$ cat config.mk
export PLATFORM = sky130hd
export DESIGN_NAME = spike_isi_encoder
export DESIGN_NICKNAME = d
export VERILOG_FILES = /design/src/rtl/spike_isi_encoder.sv
export SDC_FILE = /design/constraint.sdc
export NUM_CORES = 1
export LEC_CHECK = 0
export ABC_AREA = 1
export CORE_MARGIN = 2
export CORE_UTILIZATION = 45
export DETAILED_ROUTE_END_ITERATION = 16
export GPL_ROUTABILITY_DRIVEN = 0
export PLACE_DENSITY = 0.76
export SYNTH_ARGS = -nofsm -noshare
export SYNTH_HDL_FRONTEND = slang
export SYNTH_SLANG_ARGS = --single-unit
$ cat constraint.sdc
create_clock -name clk -period 2.56 [get_ports clk]
set_input_delay 0.512 -clock clk [delete_from_list [all_inputs] [get_ports clk]]
set_output_delay 0.512 -clock clk [all_outputs]
set_load 0.03 [all_outputs]
$ cat src/rtl/spike_isi_encoder.sv
// rtl/spike_isi_encoder.sv - threshold spike detector with ISI record FIFO and windowed spike rate

module spike_isi_fifo #(
  parameter int W     = 12,
  parameter int DEPTH = 4
) (
  input  logic         clk,
  input  logic         rst_n,
  input  logic         push,
  input  logic [W-1:0] push_data,
  input  logic         ready,
  output logic [W-1:0] data,
  output logic         valid,
  output logic         drop
);
  localparam int PTR_W = $clog2(DEPTH);
  localparam logic [PTR_W:0] FULL_CNT = (PTR_W+1)'(DEPTH);

  logic [W-1:0]     mem [DEPTH];
  logic [PTR_W-1:0] wr_ptr;
  logic [PTR_W-1:0] rd_ptr;
  logic [PTR_W:0]   count;
  logic             full;
  logic             pop;
  logic             wr_en;

  assign full  = (count == FULL_CNT);
  assign valid = (count != '0);
  assign data  = mem[rd_ptr];
  assign pop   = valid && ready;
  // A pop on the same edge frees the slot, so a push into a full buffer still lands.
  assign wr_en = push && (!full || pop);
  assign drop  = push && full && !pop;

  always_ff @(posedge clk) begin
    if (wr_en) mem[wr_ptr] <= push_data;
  end

  always_ff @(posedge clk or negedge rst_n) begin
    if (!rst_n) begin
      wr_ptr <= '0;
      rd_ptr <= '0;
      count  <= '0;
    end else begin
      if (wr_en) wr_ptr <= wr_ptr + 1'b1;
      if (pop)   rd_ptr <= rd_ptr + 1'b1;
      case ({wr_en, pop})
        2'b10:   count <= count + 1'b1;
        2'b01:   count <= count - 1'b1;
        default: count <= count;
      endcase
    end
  end
endmodule

module spike_isi_encoder #(
  parameter int ISI_W      = 12,
  parameter int FIFO_DEPTH = 4,
  parameter int WIN_LOG2   = 8
) (
  input  logic             clk,
  input  logic             rst_n,
  input  logic             ena,
  input  logic [7:0]       sample_in,
  input  logic [7:0]       threshold,
  input  logic [3:0]       hyst,
  output logic [ISI_W-1:0] isi_data,
  output logic             isi_valid,
  input  logic             isi_ready,
  output logic             spike,
  output logic [7:0]       rate,
  output logic             ovf,
  input  logic             clr_ovf
);
  localparam logic [ISI_W-1:0] CNT_MAX = '1;
  localparam logic [ISI_W-1:0] CNT_ONE = {{(ISI_W-1){1'b0}}, 1'b1};

  typedef enum logic {ARMED = 1'b0, REFRACT = 1'b1} det_state_t;

  det_state_t          state;
  logic [ISI_W-1:0]    cnt;
  logic                has_prev;
  logic signed [8:0]   sample_ext;
  logic signed [8:0]   rearm_lvl;
  logic                spike_det;
  logic                rearm;
  logic                push;
  logic                drop;
  logic [WIN_LOG2-1:0] win_cnt;
  logic [7:0]          win_spikes;
  logic [7:0]          win_next;

  // Re-arm level is computed one bit wider so threshold - hyst never wraps.
  assign sample_ext = {sample_in[7], sample_in};
  assign rearm_lvl  = $signed({threshold[7], threshold}) - $signed({5'b0, hyst});
  assign spike_det  = ena && (state == ARMED) && ($signed(sample_in) > $signed(threshold));
  assign rearm      = ena && (state == REFRACT) && (sample_ext < rearm_lvl);
  assign push       = spike_det && has_prev;

  always_ff @(posedge clk or negedge rst_n) begin
    if (!rst_n) begin
      state    <= ARMED;
      cnt      <= '0;
      has_prev <= 1'b0;
      spike    <= 1'b0;
    end else begin
      spike <= spike_det;
      if (spike_det)  state <= REFRACT;
      else if (rearm) state <= ARMED;
      if (ena) begin
        if (spike_det) begin
          cnt      <= CNT_ONE;
          has_prev <= 1'b1;
        end else if (cnt != CNT_MAX) begin
          cnt <= cnt + 1'b1;
        end
      end
    end
  end

  spike_isi_fifo #(.W(ISI_W), .DEPTH(FIFO_DEPTH)) u_fifo (
    .clk       (clk),
    .rst_n     (rst_n),
    .push      (push),
    .push_data (cnt),
    .ready     (isi_ready),
    .data      (isi_data),
    .valid     (isi_valid),
    .drop      (drop)
  );

  always_ff @(posedge clk or negedge rst_n) begin
    if (!rst_n)       ovf <= 1'b0;
    else if (drop)    ovf <= 1'b1;
    else if (clr_ovf) ovf <= 1'b0;
  end

  // The spike on the wrapping sample still belongs to the window being closed.
  assign win_next = (spike_det && (win_spikes != 8'hFF)) ? win_spikes + 8'd1 : win_spikes;

  always_ff @(posedge clk or negedge rst_n) begin
    if (!rst_n) begin
      win_cnt    <= '0;
      win_spikes <= '0;
      rate       <= '0;
    end else if (ena) begin
      win_cnt <= win_cnt + 1'b1;
      if (&win_cnt) begin
        rate       <= win_next;
        win_spikes <= '0;
      end else begin
        win_spikes <= win_next;
      end
    end
  end
endmodule
Run 1, cells by drive strength:
Scale: 4 px per micron.
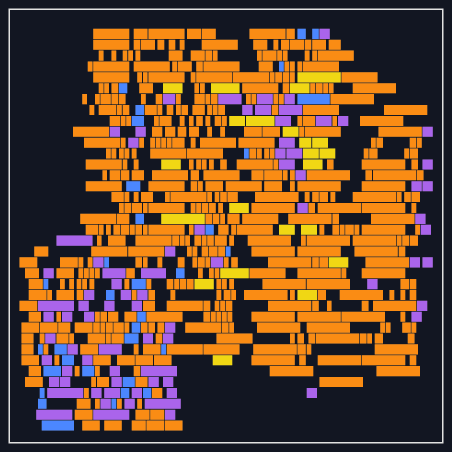
colour	size	cells
purple	drive 3 to 4	78
orange	drive 1 or less	475
blue	drive 2	33
yellow	drive 6 and up	22

Run 1, the metal 2 layer:
Scale: 3 px per micron.
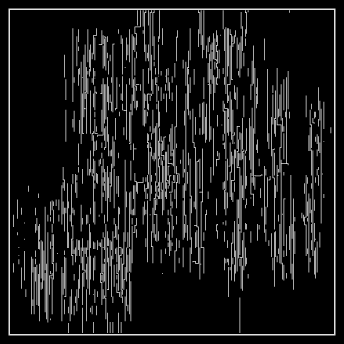
share of all routed wire	53%
longest straight run	38.1 microns
main direction	vertical

==> reports/qor.log, run 1 <==
qor: outcome.outcome finished, final reports clean
qor: final_layout.count_of_inverters_not_on_the_clock_network_in_the_layout 68
qor: final_layout.final-nonclk-buf-share 14.3%
qor: yosys.syn-mean-instance-area 9.61 sq um
qor: timing.period_used_share 97.1%
qor: placed_design.buffer_ports.inserted 47
qor: grt.grt_antenna_before_repair 0
qor: final_layout.final.signal_buffer_count 99
qor: clock_tree.clock_path_buffers 2
qor: final_layout.final_util 60.4%
qor: pwr.pwr.group.clock 1080 uW
qor: critical_path.critical_path_buf_inv_count 4
qor: floorplan.fp.coreArea 10400 sq um
qor: placed_design.dpl.hpwl 7000 microns
qor: critical_path.setup.worst_path.class in2reg
qor: final_layout.area_growth_syn_to_layout 29.4%
qor: timing.setup_violation_total_in_the_final_timing_report 0
qor: final_layout.clockBufferCount 10
qor: grt.grt_max_degree 48
qor: critical_path.r2r-start cnt[1]
qor: floorplan.die_y 108 microns
qor: pwr.reported_combinational_group_power 2260 uW
qor: yosys.synth_simple_gate_area_share 16.8%
qor: grt.grt_pass1_vias 3684
qor: timing.worst_clock_skew 7.28 ps
qor: yosys.synth_area 4860 sq um
qor: yosys.ys_top_cells_by_count nand2_1, inv_1, edfxtp_1, nor2_1, dfrtp_1
qor: floorplan.n_tap_cell 136
qor: yosys.synth-xor-area-share 3.60%
Run 1, routing congestion:
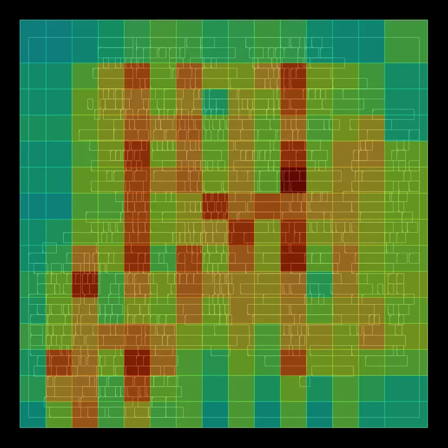
average routed wire per standard cell: 13.5 microns
peak-usage layer in the global routing report: met2
met1 track demand over resource in global routing: 21.1%
met3 Resource Use GR: 3.01%
overall global routing resource usage: 17.9%

==> run 2: changes to the inputs <==
--- a/config.mk
+++ b/config.mk
@@ -7,10 +7,10 @@
 export LEC_CHECK = 0
 export ABC_AREA = 1
 export CORE_MARGIN = 2
-export CORE_UTILIZATION = 45
+export CORE_UTILIZATION = 49
 export DETAILED_ROUTE_END_ITERATION = 16
 export GPL_ROUTABILITY_DRIVEN = 0
-export PLACE_DENSITY = 0.76
+export PLACE_DENSITY = 0.81
 export SYNTH_ARGS = -nofsm -noshare
 export SYNTH_HDL_FRONTEND = slang
 export SYNTH_SLANG_ARGS = --single-unit
Run 2, cells by drive strength:
Scale: 4 px per micron.
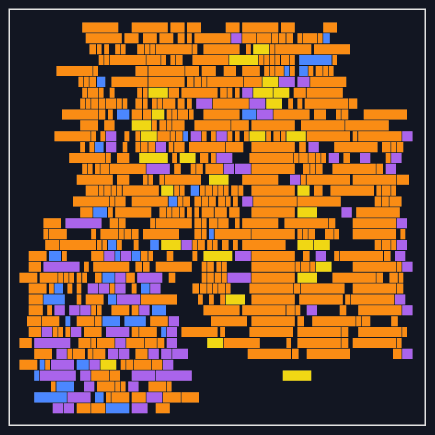
colour	size	cells
blue	drive 2	35
yellow	drive 6 and up	28
purple	drive 3 to 4	80
orange	drive 1 or less	472
Repair and plain buffers: 106
Syn-to-layout area delta: 31.2%

Run 2, routing congestion:
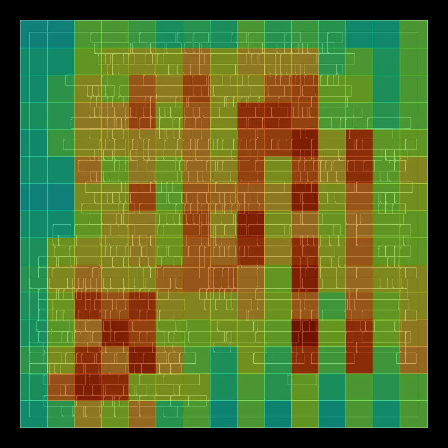
average routed wire per standard cell: 14.9 microns
overall global routing resource usage: 21.0%

==> run 2 against run 1 <==
Effect of this change:
- synthesized area unchanged
- register-to-register slack lost 20 ps
- utilization grew 5.5 points
- hold slack improved by 270 ps
- wire length increased by 11%
- count of clock-buffer cells in the layout down 1
- critical path depth down 1
- sequential power is essentially flat
- global-route usage rose by 3.1 points
- power increased by 0.96%
- first-iteration DRC count increased by 38%
==> reports/qor.log, run 2 <==
qor: final_layout.final-comb-area 2170 sq um
qor: critical_path.setup.worst_path.end u_fifo.mem[1][9]
qor: pwr.power-per-cell-area 886 nW/um^2
qor: yosys.post-synth-top-area-cell edfxtp_1
qor: final_layout.clock_tree_cell_share_of_total_cell_area 3.02%
qor: placed_design.dpl.hpwl 7170 microns
qor: placed_design.buffer_ports.inserted 47
qor: grt.grtUsageMet3 4.15%
qor: clock_tree.insertion_delay 370 ps
qor: yosys.synth_simple_gate_area_share 16.8%
qor: yosys.synth-xor-area-share 3.60%
qor: final_layout.instances_no_fill 748
qor: final_layout.clockBufferCount 9
qor: outcome.outcome finished, final reports clean
qor: clock_tree.clock_path_buffers 2
qor: final_layout.final-nonclk-buf-share 15.3%
qor: yosys.yosys.stat.seqShare 53.8%
qor: timing.worst_clock_skew 11.9 ps
qor: floorplan.die_y 104 microns
qor: clock_tree.post_cts_buffers 7
qor: timing.worst-slew-pin-transition 391 ps
qor: pwr.reported_combinational_group_power 2450 uW
qor: timing.period_used_share 99.7%
qor: critical_path.r2r-start cnt[1]
qor: pwr.pwr.group.clock 964 uW
qor: grt.grt_pass1_vias 3968
qor: worst_hold_path.hold_path_startpoint rate[0]
qor: floorplan.n_tap_cell 133
qor: placed_design.placedInstanceArea 5780 sq um
qor: final_layout.final_util 65.9%
qor: critical_path.rr_endpoint cnt[6]
qor: yosys.syn-mean-instance-area 9.61 sq um
qor: grt.grt_most_used_layer met2
qor: yosys.synth_area 4860 sq um
qor: timing.setup_violation_total_in_the_final_timing_report 0
qor: final_layout.count_of_inverters_not_on_the_clock_network_in_the_layout 68
qor: critical_path.setup.worst_path.class in2reg
qor: final_layout.largest_register u_fifo.mem
qor: clock_tree.tritoncts done
qor: grt.grt_antenna_before_repair 0
qor: yosys.ys_top_cells_by_count nand2_1, inv_1, edfxtp_1, nor2_1, dfrtp_1
qor: clock_tree.clk_pin_slew 100 ps
qor: yosys.netlist.area_leader.share 29.6%
qor: grt.grt_use_met1 24.2%
qor: critical_path.critical_path_buf_inv_count 5
qor: drt.drt-initial-drc-count 218
qor: floorplan.fp.coreArea 9680 sq um
qor: grt.grt_max_degree 43
==> run 3: changes to the inputs <==
--- a/config.mk
+++ b/config.mk
@@ -11,6 +11,7 @@
 export DETAILED_ROUTE_END_ITERATION = 16
 export GPL_ROUTABILITY_DRIVEN = 0
 export PLACE_DENSITY = 0.81
+export SLEW_MARGIN = 20
 export SYNTH_ARGS = -nofsm -noshare
 export SYNTH_HDL_FRONTEND = slang
 export SYNTH_SLANG_ARGS = --single-unit
Run 3, sequential cells grouped by signal name:
Scale: 4 px per micron. Other sequential cells in the stronger grey, the rest of the logic in the fainter grey.
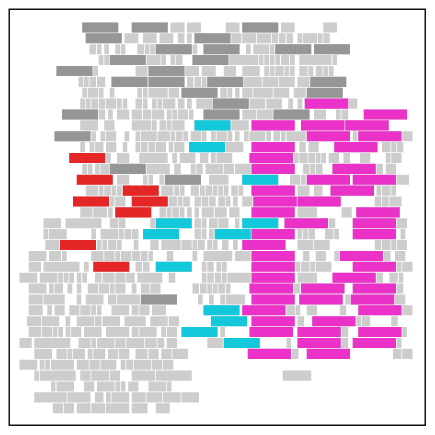
colour	name in the netlist	placed flops
red	`win_cnt`	8
magenta	`u_fifo.mem`	48
cyan	`cnt`	12
not coloured	27

Run 3, routing congestion:
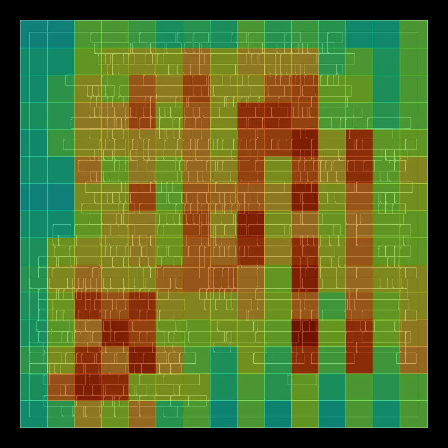
met1 track demand over resource in global routing: 24.2%
met3 Resource Use GR: 4.15%
met2 track utilization from global routing: 38.9%
core occupancy in the finished layout: 65.9%

==> run 3 against run 2 <==
Effect of this change:
- synthesized area unchanged
- sequential cell count unchanged
- sequential power about the same
- clock skew unchanged
- via count unchanged
- critical path depth unchanged
- cell area unchanged
- synthesized cell count unchanged
- fmax unchanged
- power unchanged
- wire length unchanged
- highest routed layer unchanged
==> reports/qor.log, run 3 <==
qor: outcome.outcome finished, final reports clean
qor: timing.setup_violation_total_in_the_final_timing_report 0
qor: pwr.power-per-cell-area 886 nW/um^2
qor: drt.route.detailed.vias_per_inst 5.31
qor: pwr.reported_combinational_group_power 2450 uW
qor: grt.grt_pass1_vias 3968
qor: clock_tree.tritoncts done
qor: yosys.synth_simple_gate_area_share 16.8%
qor: final_layout.clock_tree_cell_share_of_total_cell_area 3.02%
qor: floorplan.n_tap_cell 133
qor: timing.period_used_share 99.7%
qor: final_layout.instances_no_fill 748
qor: yosys.ys_top_cells_by_count nand2_1, inv_1, edfxtp_1, nor2_1, dfrtp_1
qor: grt.grtUsageTotal 21.0%
qor: grt.grt_antenna_before_repair 0
qor: placed_design.buffer_ports.inserted 47
qor: pwr.comb_power_share 43.3%
qor: yosys.netlist.area_leader.share 29.6%
qor: final_layout.final-comb-area 2170 sq um
qor: yosys.synth-xor-area-share 3.60%
qor: timing.worst-slew-pin-transition 391 ps
qor: clock_tree.clk_pin_slew 100 ps
qor: drt.drt-initial-drc-count 218
qor: yosys.syn-mean-instance-area 9.61 sq um
qor: critical_path.rr_endpoint cnt[6]
qor: placed_design.dpl.hpwl 7170 microns
qor: critical_path.r2r-start cnt[1]
qor: floorplan.fp.coreArea 9680 sq um
qor: floorplan.die_y 104 microns
qor: critical_path.setup.worst_path.class in2reg
qor: clock_tree.insertion_delay 370 ps
qor: final_layout.count_of_inverters_not_on_the_clock_network_in_the_layout 68
qor: clock_tree.clock_path_buffers 2
qor: placed_design.placedInstanceArea 5780 sq um
qor: final_layout.clockBufferCount 9
qor: yosys.yosys.stat.seqShare 53.8%
qor: timing.worst_clock_skew 11.9 ps
qor: final_layout.final.signal_buffer_count 106
qor: yosys.synth_area 4860 sq um
qor: yosys.fp_nets 560
qor: yosys.synth.logic.top_family simple AND/OR/NAND/NOR gates
qor: final_layout.final-nonclk-buf-share 15.3%
qor: critical_path.critical_path_buf_inv_count 5
qor: clock_tree.post_cts_buffers 7
qor: clock_tree.post_cts_resize_count 43
qor: grt.grt_most_used_layer met2
qor: final_layout.largest_register u_fifo.mem
qor: drt.wl_per_cell 14.9 microns
qor: grt.grt_max_degree 43
qor: floorplan.std_cell_rows 36
Power and IR drop assume default switching activity.
